$ cat config.mk
export PLATFORM = sky130hd
export DESIGN_NAME = control_unit
export DESIGN_NICKNAME = d
export VERILOG_FILES = /design/src/rtl/control_unit.sv
export SDC_FILE = /design/constraint.sdc
export NUM_CORES = 1
export LEC_CHECK = 0
export CAP_MARGIN = 5
export CORE_ASPECT_RATIO = 0.9
export CORE_UTILIZATION = 53
export CTS_BUF_LIST = sky130_fd_sc_hd__clkbuf_4 sky130_fd_sc_hd__clkbuf_8
export DETAILED_ROUTE_END_ITERATION = 16
export HOLD_SLACK_MARGIN = 0.06
export PLACE_DENSITY = 0.95
export SLEW_MARGIN = 0
export SYNTH_ARGS = -nofsm -noshare
export SYNTH_HDL_FRONTEND = slang
export SYNTH_SLANG_ARGS = --single-unit
export TNS_END_PERCENT = 30
$ cat constraint.sdc
create_clock -name clk -period 4.5 [get_ports clk]
set_input_delay 0.675 -clock clk [delete_from_list [all_inputs] [get_ports clk]]
set_output_delay 0.675 -clock clk [all_outputs]
set_load 0.1 [all_outputs]
$ cat src/rtl/control_unit.sv
// ---------------------------------------------------------------------------
// k_and_s_pkg / control_unit
//
// Multi-cycle control FSM for the K&S data path. Every instruction goes
// through FETCH and DECODE. Everything except NOP then spends one execute
// cycle before it returns to FETCH. HALT parks the FSM until reset.
//
// Ports
//   clk                 system clock, rising edge
//   rst_n               asynchronous active-low reset
//   decoded_instruction opcode decoded from IR (sampled in DECODE only)
//   zero_op, neg_op     registered zero / negative flags
//   unsigned_overflow   registered carry-out flag
//   signed_overflow     registered signed-overflow flag (no branch uses it)
//   branch              PC loads instruction address instead of PC+1
//   pc_enable           PC update strobe
//   ir_enable           IR load strobe
//   addr_sel            1 = RAM address from instruction, 0 = from PC
//   c_sel               1 = register write data from ALU, 0 = from RAM
//   operation           ALU op: 00 OR, 01 ADD, 10 SUB, 11 AND
//   write_reg_enable    register-file write strobe
//   flags_reg_enable    flag-register load strobe
//   ram_write_enable    RAM write strobe
//   halt                processor stopped
//   instr_count         saturating retired-instruction count
// ---------------------------------------------------------------------------
package k_and_s_pkg;
  typedef enum logic [3:0] {
    I_NOP    = 4'd0,
    I_LOAD   = 4'd1,
    I_STORE  = 4'd2,
    I_MOVE   = 4'd3,
    I_ADD    = 4'd4,
    I_SUB    = 4'd5,
    I_AND    = 4'd6,
    I_OR     = 4'd7,
    I_BRANCH = 4'd8,
    I_BZERO  = 4'd9,
    I_BNEG   = 4'd10,
    I_BNNEG  = 4'd11,
    I_BOV    = 4'd12,
    I_BNOV   = 4'd13,
    I_HALT   = 4'd14
  } decoded_instruction_type;
endpackage

module control_unit
  import k_and_s_pkg::*;
#(
  parameter int CNT_WIDTH = 16
) (
  input  logic                    clk,
  input  logic                    rst_n,
  input  decoded_instruction_type decoded_instruction,
  input  logic                    zero_op,
  input  logic                    neg_op,
  input  logic                    unsigned_overflow,
  input  logic                    signed_overflow,
  output logic                    branch,
  output logic                    pc_enable,
  output logic                    ir_enable,
  output logic                    addr_sel,
  output logic                    c_sel,
  output logic [1:0]              operation,
  output logic                    write_reg_enable,
  output logic                    flags_reg_enable,
  output logic                    ram_write_enable,
  output logic                    halt,
  output logic [CNT_WIDTH-1:0]    instr_count
);

  localparam logic [2:0] S_FETCH    = 3'd0;
  localparam logic [2:0] S_DECODE   = 3'd1;
  localparam logic [2:0] S_EX_LOAD  = 3'd2;
  localparam logic [2:0] S_EX_STORE = 3'd3;
  localparam logic [2:0] S_EX_MOVE  = 3'd4;
  localparam logic [2:0] S_EX_ALU   = 3'd5;
  localparam logic [2:0] S_EX_BR    = 3'd6;
  localparam logic [2:0] S_HALTED   = 3'd7;

  logic [2:0]              state, next_state;
  decoded_instruction_type instr_q;   // opcode captured in DECODE
  logic                    br_taken;
  logic                    retire;

  // The signed-overflow flag is part of the data-path interface, but no
  // branch condition looks at it.
  logic flags_unused;
  assign flags_unused = signed_overflow;

  // Next-state logic
  always_comb begin
    next_state = state;
    case (state)
      S_FETCH:  next_state = S_DECODE;
      S_DECODE: begin
        case (decoded_instruction)
          I_LOAD:                      next_state = S_EX_LOAD;
          I_STORE:                     next_state = S_EX_STORE;
          I_MOVE:                      next_state = S_EX_MOVE;
          I_ADD, I_SUB, I_AND, I_OR:   next_state = S_EX_ALU;
          I_BRANCH, I_BZERO, I_BNEG,
          I_BNNEG, I_BOV, I_BNOV:      next_state = S_EX_BR;
          I_HALT:                      next_state = S_HALTED;
          default:                     next_state = S_FETCH;  // NOP / unknown
        endcase
      end
      S_HALTED: next_state = S_HALTED;
      default:  next_state = S_FETCH;   // every execute state lasts one cycle
    endcase
  end

  // An instruction retires whenever we come back to FETCH from any other
  // state. HALTED never leaves, so HALT itself is never counted.
  assign retire = (state != S_FETCH) && (next_state == S_FETCH);

  always_ff @(posedge clk or negedge rst_n) begin
    if (!rst_n) begin
      state       <= S_FETCH;
      instr_q     <= I_NOP;
      instr_count <= '0;
    end else begin
      state <= next_state;
      if (state == S_DECODE)
        instr_q <= decoded_instruction;
      if (retire && (instr_count != {CNT_WIDTH{1'b1}}))
        instr_count <= instr_count + CNT_WIDTH'(1);
    end
  end

  // Branch condition, evaluated on the flags present in the EX_BR cycle
  always_comb begin
    br_taken = 1'b0;
    case (instr_q)
      I_BRANCH: br_taken = 1'b1;
      I_BZERO:  br_taken = zero_op;
      I_BNEG:   br_taken = neg_op;
      I_BNNEG:  br_taken = ~neg_op;
      I_BOV:    br_taken = unsigned_overflow;
      I_BNOV:   br_taken = ~unsigned_overflow;
      default:  br_taken = 1'b0;
    endcase
  end

  // Control decode. It is purely combinational from state (and from flags in
  // EX_BR), so asserting reset forces the FETCH values straight away.
  always_comb begin
    branch           = 1'b0;
    pc_enable        = 1'b0;
    ir_enable        = 1'b0;
    addr_sel         = 1'b0;
    c_sel            = 1'b0;
    operation        = 2'b00;
    write_reg_enable = 1'b0;
    flags_reg_enable = 1'b0;
    ram_write_enable = 1'b0;
    halt             = 1'b0;
    case (state)
      S_FETCH: begin
        ir_enable = 1'b1;
        pc_enable = 1'b1;
      end
      S_EX_LOAD: begin
        addr_sel         = 1'b1;
        write_reg_enable = 1'b1;
      end
      S_EX_STORE: begin
        addr_sel         = 1'b1;
        ram_write_enable = 1'b1;
      end
      S_EX_MOVE: begin
        // The OR pass-through moves the register, and the flags are left alone.
        c_sel            = 1'b1;
        write_reg_enable = 1'b1;
      end
      S_EX_ALU: begin
        case (instr_q)
          I_ADD:   operation = 2'b01;
          I_SUB:   operation = 2'b10;
          I_AND:   operation = 2'b11;
          default: operation = 2'b00;
        endcase
        c_sel            = 1'b1;
        write_reg_enable = 1'b1;
        flags_reg_enable = 1'b1;
      end
      S_EX_BR: begin
        branch    = 1'b1;
        pc_enable = br_taken;
      end
      S_HALTED: halt = 1'b1;
      default: ;
    endcase
  end

endmodule
==> results.txt, run 1 <==
Notes from the flow run.

Run status:
- The flow ran to the end, and the final reports show no timing, DRC or antenna violations.

Logic synthesis:
- The run puts the net count after synthesis at 142.
- Among all flip-flop cells after synthesis, the most frequent one is dfrtp_1.
- The run gives the synthesized instance count as roughly 130.
- The run puts the sequential share of the synthesized area at 0.4410.
- For reference, the post-synthesis area per instance comes to 10.20 um^2.
- The run puts the number of flip-flops and latches in the synthesized netlist at 23.
- The run puts the number of distinct library cells after synthesis at 31.

Worst setup path:
- By startpoint and endpoint, the worst setup path is classified as flip-flop to primary output.
- The endpoint identified for the worst register-to-register timing path is instr_count[1].
- Setup slack on the worst reg-to-reg path comes out at around 2.3 ns.
- Max fanout on the critical path was recorded as 8.

Power and ir drop:
- The run puts the total power divided by cell area at between 150 and 200 nW/um^2.
- The run puts the maximum VDD drop at 0.0003008 V.

Final layout:
- The run gives the number of nets in the layout as 178.
- Of all the cell area in the finished design, the clock network holds 0.01766.
- The run gives the utilization of the core after routing as 0.7584.
- After routing the design area is 1700 um^2.
- In the final layout, flip-flops and latches occupy 575.6 um^2.
- The run puts the fraction of cell area in non-clock buffers at 0.2046.

CTS:
- The run gives the root buffer selected by CTS as clkbuf_4.
- The run puts the quantity of hold-fixing buffers added after cts at 0.
- TritonCTS built the clock tree.

Die:
- The run gives the number of tap instances as 27.
- The run puts the die footprint at between 2000 and 3000 um^2.
- Per the OpenROAD floorplan log, the width of the die is roughly 54 um.
- At the floorplan stage, the core utilization is reported as 0.5820.
- For this design the top-level I/O count stands at 37.

Drt:
- The run puts the total met3 wirelength after detailed routing at between 100 and 150 um.
- The run puts the routed metal-1 wirelength at 1211 um.
- The run puts the vias after detailed routing at between 1,000 and 1,500.
- The run puts the total wire length at roughly 2600 um.
- The run gives the first-iteration detailed-routing DRC count as 22.
- The run puts the length of routed met2 wiring at approximately 1300 um.
- The run puts the remaining antenna violation count after routing at 0.
- The script logs the mean routed wire length per placed instance as approximately 14 um.

Timing:
- Setup repair after global routing left no endpoint under its margin.
- For reference, the final report shows the max-slew violation count at 0.
- The run puts the highest achievable clock rate at 299.3 MHz.
- The run gives the final count of negative-setup-slack endpoints as 0.
- The run gives the final setup TNS as 0 ns.

GRT:
- The run puts the number of antenna violations at the first check in global routing at 0.
- Overall routing resource usage recorded by global route was 0.2229.
- Entering global routing, the biggest net connects 24 pins.
- The run puts the remaining global-route overflow at 0.

Flow run:
- The report counts max-capacitance violations totalling 0.

Min path:
- The run gives the hold path depth as 1.

Place:
- The run gives the final estimated routing congestion in global placement as about 0.82.
- The run puts the placed standard-cell area at about 1700 um^2.
-- run 1: worst max-delay path, stage by stage, from the launching register on --
cell             delay, ns
dfrtp_1               0.50
nor2b_2               0.23
and2_1                0.17
nand3b_1              0.14
nor2_1                0.16
clkdlybuf4s50_1       1.16
-- run 1: synth_stat cells, types with 3 or more instances --
cell	n	area, um^2
nand4_1	8	50.05
nor2b_1	5	31.28
dfrtp_1	23	575.6
and4_1	3	26.28
nor2_1	14	52.55
mux2_2	5	56.30
nand3_1	5	25.02
nand2_1	5	18.77
and2_1	3	18.77
xor2_1	14	122.6
xnor2_1	3	26.28
clkbuf_1	3	11.26
and3_1	3	18.77
nor3_1	3	15.01
ha_1	4	50.05
o21ai_0	5	25.02
inv_1	6	22.52
-- run 1: cell families (layout without fill, tap and decap cells) --
kind of cell / after synthesis / after routing / synth area share
fa+ha+maj: 4 / 4 / 0.03835
buf+inv: 10 / 45 / 0.03164
xor+xnor: 17 / 17 / 0.1141
mux: 5 / 5 / 0.04314
compound gates: 11 / 11 / 0.06041
flops: 23 / 23 / 0.4410
simple gates: 58 / 58 / 0.2713
-- run 1: per-stage QoR --
stage / setup WS [ns] / power, W
2_1_floorplan: -0.02377 / 0.0002160
3_3_place_gp: 1.325 / 0.0002289
3_5_place_dp: 1.233 / 0.0002299
4_1_cts: 1.172 / 0.0003291
5_1_grt: 1.009 / 0.0003395
6_report: 1.159 / 0.0003274
-- run 1: registers in the layout, indices dropped and copies added, names as in the netlist --
| register | cells |
|---|---|
| instr_count | 16 |
| instr_q | 4 |
| state | 3 |
-- run 1: where the power goes --
part	total, W	switching (W)	internal, W	leakage (nW)
combinational	0.0000190	0.00000980	0.00000924	0.482
sequential	0.000207	0	0.000207	0.301
clock	0.000102	0.0000611	0.0000407	0.0184
total	0.000327	0.0000709	0.000257	0.801
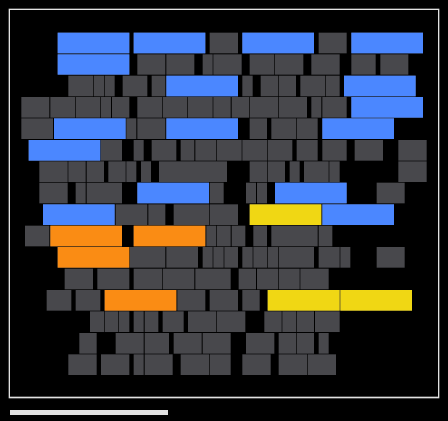
*Register map, names as in the netlist, run 1*
Scale bar: 20 um. Other cells in grey.
state: in yellow, sequential cells 3. instr_q: in orange, sequential cells 4, where left middle. instr_count: in blue, sequential cells 16.

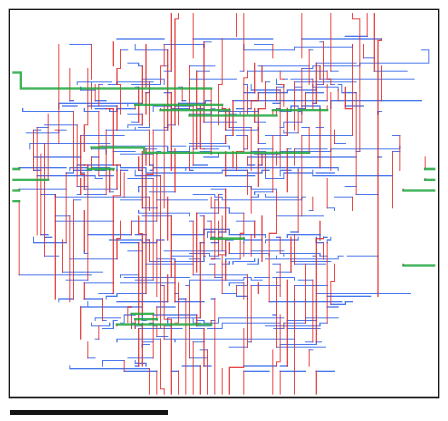
*Routed metal, one colour a layer, run 1*
Scale bar: 20 um.
met3: in green, wire length 135 um. met1: in blue, wire length 1,210 um. met2: in red, wire length 1,300 um.

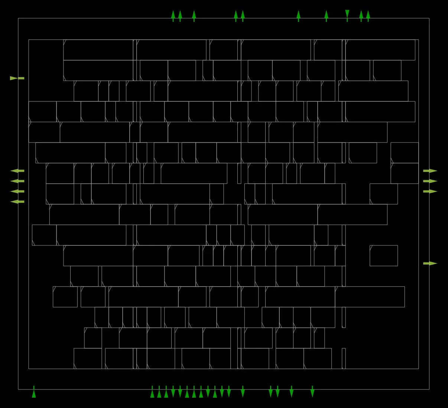
*Placement view, run 1*
fin cells: 190
number of placement rows: 16

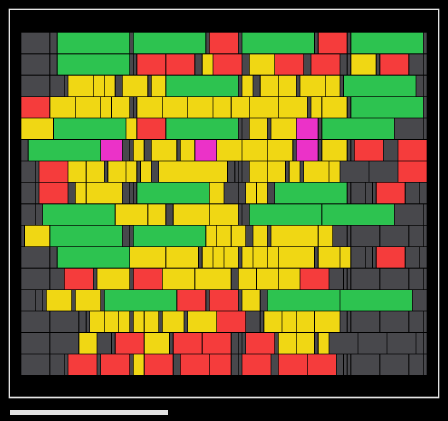
*Placement by cell class, run 1*
Scale bar: 20 um. Fill, decap, tap and diode cells in grey.
other buffers and delay cells: in red, cells 35, share of their area 21%. flip-flops: in green, cells 23, share of their area 35%. all other logic: in yellow, cells 101, share of their area 43%. clock drivers and dummy loads: in magenta, cells 4, share of their area 1.8%.

### Gate-type map, run 1

Scale bar: 20 um.
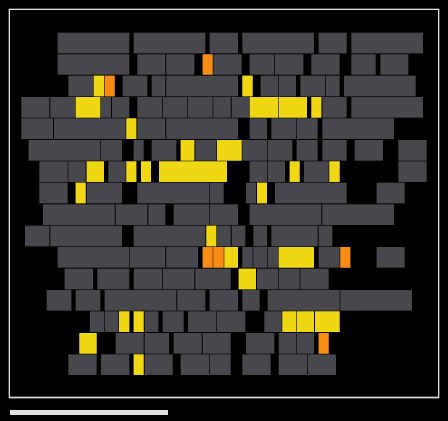

==> run 2, diff against run 1 <==
--- a/config.mk
+++ b/config.mk
@@ -7,11 +7,11 @@
 export LEC_CHECK = 0
 export CAP_MARGIN = 5
 export CORE_ASPECT_RATIO = 0.9
-export CORE_UTILIZATION = 53
+export CORE_UTILIZATION = 49
 export CTS_BUF_LIST = sky130_fd_sc_hd__clkbuf_4 sky130_fd_sc_hd__clkbuf_8
 export DETAILED_ROUTE_END_ITERATION = 16
 export HOLD_SLACK_MARGIN = 0.06
-export PLACE_DENSITY = 0.95
+export PLACE_DENSITY = 0.93
 export SLEW_MARGIN = 0
 export SYNTH_ARGS = -nofsm -noshare
 export SYNTH_HDL_FRONTEND = slang
==> constraint.sdc (replaced) <==
create_clock -name clk -period 3.18 [get_ports clk]
set_input_delay 0.477 -clock clk [delete_from_list [all_inputs] [get_ports clk]]
set_output_delay 0.477 -clock clk [all_outputs]
set_load 0.1 [all_outputs]
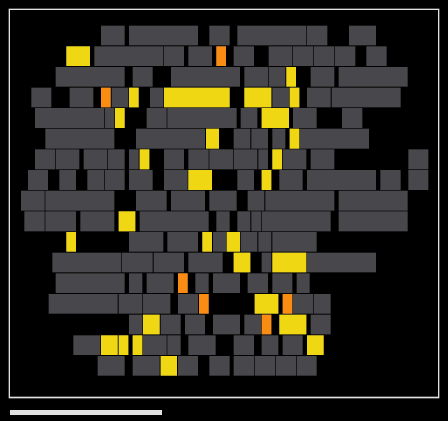
*Gate-type map, run 2*
Scale bar: 20 um.
NOR gates: in yellow, cells 28, most used nor2_1. inverters: in orange, cells 6, most used inv_1.

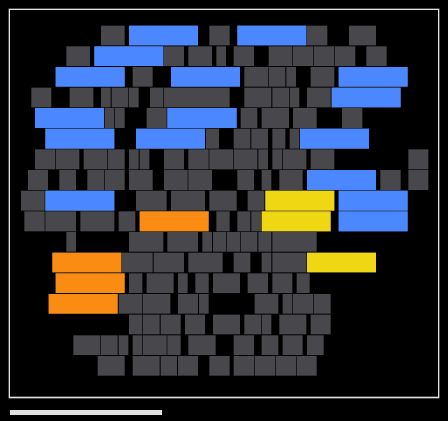
*Register map, names as in the netlist, run 2*
Scale bar: 20 um. Other cells in grey.
state: in yellow, sequential cells 3. instr_q: in orange, sequential cells 4. instr_count: in blue, sequential cells 16.
power dissipated in sequential cells: 0.000292 W
Finished Core Util: 0.6647

==> results.txt, run 2 <==
Notes from the flow run.

Run status:
- The run finished with clean final reports.

Worst setup path:
- In this run the critical path is formed by clkdlybuf4s50_1 -> inv_1 -> ha_1 -> or4b_1 -> nand3_1 -> o311ai_2 -> nor2b_1 -> mux2_2.
- The run puts the peak fanout along the critical path at 13.
- The run puts the buffering stage count on the worst path with inverters included at 2.
- The run gives the slowest library cell on the worst path as clkdlybuf4s50_1.
- The run puts the worst-case register-to-register setup slack at about 1.1 ns.
- The run gives the startpoint-to-endpoint class of the critical path as input port to flip-flop.

Logic synthesis:
- The run puts the area share of fa/ha/maj cells after synthesis at 0.03835.
- The share of the Yosys chip area taken by registers is 0.4410.
- Averaged over all synthesized cells, the footprint is between 10 and 15 um^2.
- Synthesis produced a netlist whose cell count is 128.
- In this run, synthesis produced a sequential element count of 23.
- The run puts the area fraction in and, or, nand and nor cells after synthesis at 0.2713.
- The run puts the number of distinct library cells after synthesis at 31.
- The run gives the area fraction in xor and xnor cells as 0.1141.
- By area, the combinational part of the netlist is dominated by simple AND/OR/NAND/NOR gates.
- The synthesis report names the predominant flop master as dfrtp_1.

Final layout:
- instr_count holds more flip-flops than any other register.

CTS:
- The run gives the root buffer selected by CTS as clkbuf_4.

Die:
- The run puts the die footprint at around 2900 um^2.
- The run gives the horizontal extent of the die as around 56 um.
- The run gives the boundary pin count as 37.

Timing:
- Setup repair after global routing left no endpoint under its margin.
- The run puts the final count of negative-setup-slack endpoints at 0.

Flow run:
- The run gives the max capacitance violation total as 0.

GRT:
- The run gives the maximum number of pins on one net before global-route repair as 24.
- The run puts the total routing usage reported by global routing at 0.1937.
## run 2: cell counts after synthesis
No cell type changed its count.
## run 2: logic make-up after synthesis
logic type | count (synthesis)
compound gates | 11
xor+xnor | 17
fa+ha+maj | 4
buf+inv | 10
flops | 23
mux | 5
simple gates | 58
## run 2: final cells by class
type / count / area, um^2 / share of cell area
multi-input cells: 95 / 700.7 / 0.4236
flip-flops and latches: 23 / 575.6 / 0.3480
repair buffers: 36 / 290.3 / 0.1755
well taps: 28 / 35.03 / 0.02118
clock buffers: 4 / 30.03 / 0.01815
inverters: 6 / 22.52 / 0.01362
## run 2: worst max-delay path by stage
| stage | start | to | slack, ns |
|---|---|---|---|
| final | decoded_instruction[0] | instr_count[1] | 0.52 |
| after global routing | decoded_instruction[0] | instr_count[1] | 0.44 |
| after CTS | decoded_instruction[0] | instr_count[1] | 0.50 |
| after detailed placement | decoded_instruction[0] | instr_count[1] | 0.17 |
| after global placement | decoded_instruction[0] | instr_count[7] | 0.28 |
| after floorplan | state[2] | operation[1] | -0.78 |
## run 2: power by group
group	leakage [nW]	internal (W)	switching [W]
logic	0.535	0.0000131	0.0000137
registers	0.301	0.000292	0
clock network	0.0184	0.0000577	0.0000882
## run 2: through the flow
step                      cells  total power, W  TNS [ns]  instance area (um^2)  setup WS [ns]
after floorplan             128       0.0003057    -1.943                  1318        -0.7757
after global placement      188       0.0003239         0                  1624         0.2809
after detailed placement    188       0.0003251         0                  1624         0.1685
after CTS                   192       0.0004670         0                  1654         0.5032
after global routing        192       0.0004848         0                  1654         0.4369
final                       192       0.0004650         0                  1654         0.5178
## run 2: worst register-to-register path: cells and delay by family, from the launching register on
family	cells	cell delay, ns
adders and majority gates	1	0.20
and+or+nand+nor	3	0.99
DFF	1	0.44
muxes	1	0.32
### Routed metal, one colour a layer, run 2

Scale bar: 20 um.
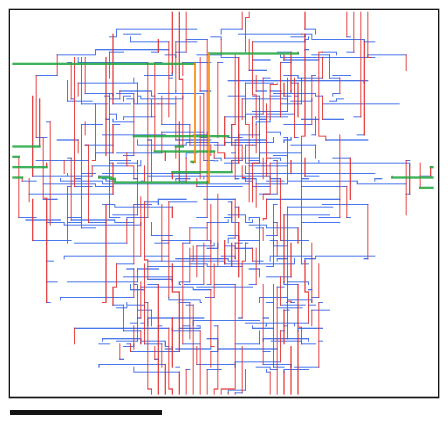

==> run 3, diff against run 2 <==
==> constraint.sdc (replaced) <==
create_clock -name clk -period 2.65 [get_ports clk]
set_input_delay 0.3975 -clock clk [delete_from_list [all_inputs] [get_ports clk]]
set_output_delay 0.3975 -clock clk [all_outputs]
set_load 0.1 [all_outputs]
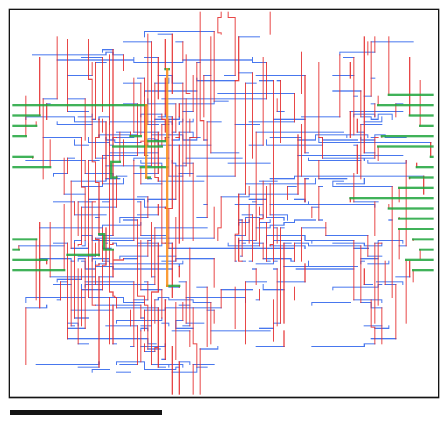
*Routed metal, one colour a layer, run 3*
Scale bar: 20 um.
met4: in orange, wire length 38.1 um. met3: in green, wire length 152 um. met1: in blue, wire length 1,210 um. met2: in red, wire length 1,470 um.

==> results.txt, run 3 <==
Notes from the flow run.

Drt:
- The run puts the vias after detailed routing at ~1,100.
- The run puts the first-iteration detailed-routing DRC count at 29.

Place:
- The run gives the post-placement worst setup slack as -0.1785 ns.
- The run puts the final estimated routing congestion in global placement at ~0.73.

Power and ir drop:
- The run puts the proportion of total power due to net switching at 0.2267.
- The run gives the maximum VDD drop as roughly 0.00025 V.
- The run puts the net switching power of the design at 0.0001246 W.
- Cell internal power was estimated by the tool at around 0.00042 W.
- For this design the ratio of total power to cell area is between 300 and 400 nW/um^2.

Timing:
- The run puts the smallest setup slack after layout at between 0.1 and 0.15 ns.
- The run gives the final count of negative-setup-slack endpoints as 0.

CTS:
- The run gives the quantity of hold-fixing buffers added after cts as 0.
- The root buffer cell chosen for the clock tree is clkbuf_4.

Die:
- After floorplanning, the core was divided into 17 placement rows.
- For this design the top-level I/O count stands at 37.
- The run puts the floorplan-stage core utilization at 0.5244.

GRT:
- The run gives the number of antenna violations at the first check in global routing as 0.

Logic synthesis:
- After synthesis the netlist holds a flip-flop and latch count of 23.
- In this run, distinct cell masters in the synthesized netlist total 31.
- The run puts the sequential share of the synthesized area at 0.4410.
- The run gives the most instantiated flip-flop cell in the synthesis netlist as dfrtp_1.
- The most common cell in the synthesized netlist is dfrtp_1.
- Of the post-synthesis cell area, the dominant cell type holds 0.4410.

Worst setup path:
- The run puts the worst-case register-to-register setup slack at between 0.5 and 0.6 ns.
- The run gives the peak fanout along the critical path as 11.

Final layout:
- The run gives the number of nets in the layout as roughly 180.
- The run gives the finished layout cell area as about 1800 um^2.

Run status:
- The flow ran to the end, and the final reports show no timing, DRC or antenna violations.

Flow run:
- The run puts the max capacitance violation total at 0.
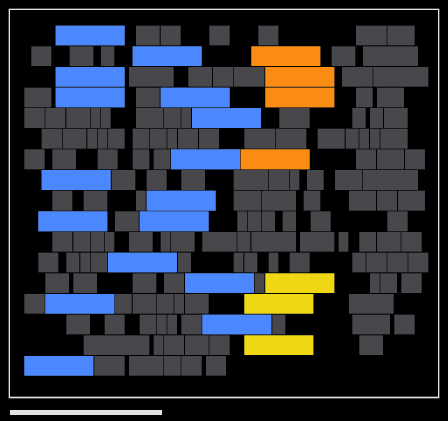
*Register map, names as in the netlist, run 3*
Scale bar: 20 um. Other cells in grey.
instr_q: in orange, sequential cells 4. instr_count: in blue, sequential cells 16. state: in yellow, sequential cells 3.
sequential cell area: 575.6 um^2
power dissipated in sequential cells: 0.000351 W
Finished Core Util: 0.7069

-- run 3: power groups by stage --
| stage | sequential [W] | combinational (W) | clock, W |
|---|---|---|---|
| 4_1_cts | 0.000351 | 0.0000356 | 0.000167 |
| 3_3_place_gp | 0.000358 | 0.0000338 | 0 |
| 5_1_grt | 0.000351 | 0.0000395 | 0.000184 |
| 2_1_floorplan | 0.000358 | 0.00000907 | 0 |
| 6_report | 0.000351 | 0.0000349 | 0.000164 |
| 3_5_place_dp | 0.000358 | 0.0000353 | 0 |
-- run 3: how the worst min path moves through the flow --
| stage | startpoint | to | slack (ns) |
|---|---|---|---|
| floorplan | rst_n | instr_count[0] | 0.10 |
| global placement | instr_count[15] | instr_count[15] | 0.48 |
| detailed placement | instr_count[11] | instr_count[11] | 0.48 |
| global route | rst_n | instr_count[10] | 0.41 |
| finish | rst_n | instr_count[10] | 0.41 |
| CTS | rst_n | instr_count[10] | 0.42 |
-- run 3: logic make-up (layout without fill, tap and decap cells) --
group,Yosys count,in the layout,synth area share
XOR/XNOR,17,17,0.1141
buffers and inverters,10,51,0.03164
AND/OR/NAND/NOR,58,58,0.2713
flip-flops,23,23,0.4410
adder cells (fa/ha/maj),4,4,0.03835
multiplexers,5,5,0.04314
AND-OR/OR-AND,11,11,0.06041
-- run 3: routing by layer --
metal  routed length (um)  vias up  global-route usage
met3                  151        5             0.04051
li1                     -      534                   -
met4                   38        0             0.07724
met1                 1210      533              0.2463
met2                 1474       43              0.4048
met5                    0        -                   0
-- run 3: layout make-up --
cell class | instances | area, um^2
Clock buffer | 3 | 22.52
Clock inverter | 1 | 5.005
Fill cell | 197 | 729.5
Inverter | 6 | 22.52
Multi-Input combinational cell | 95 | 733.2
Sequential cell | 23 | 575.6
Tap cell | 28 | 35.03
Timing Repair Buffer | 41 | 365.4
Power and IR drop assume default switching activity.
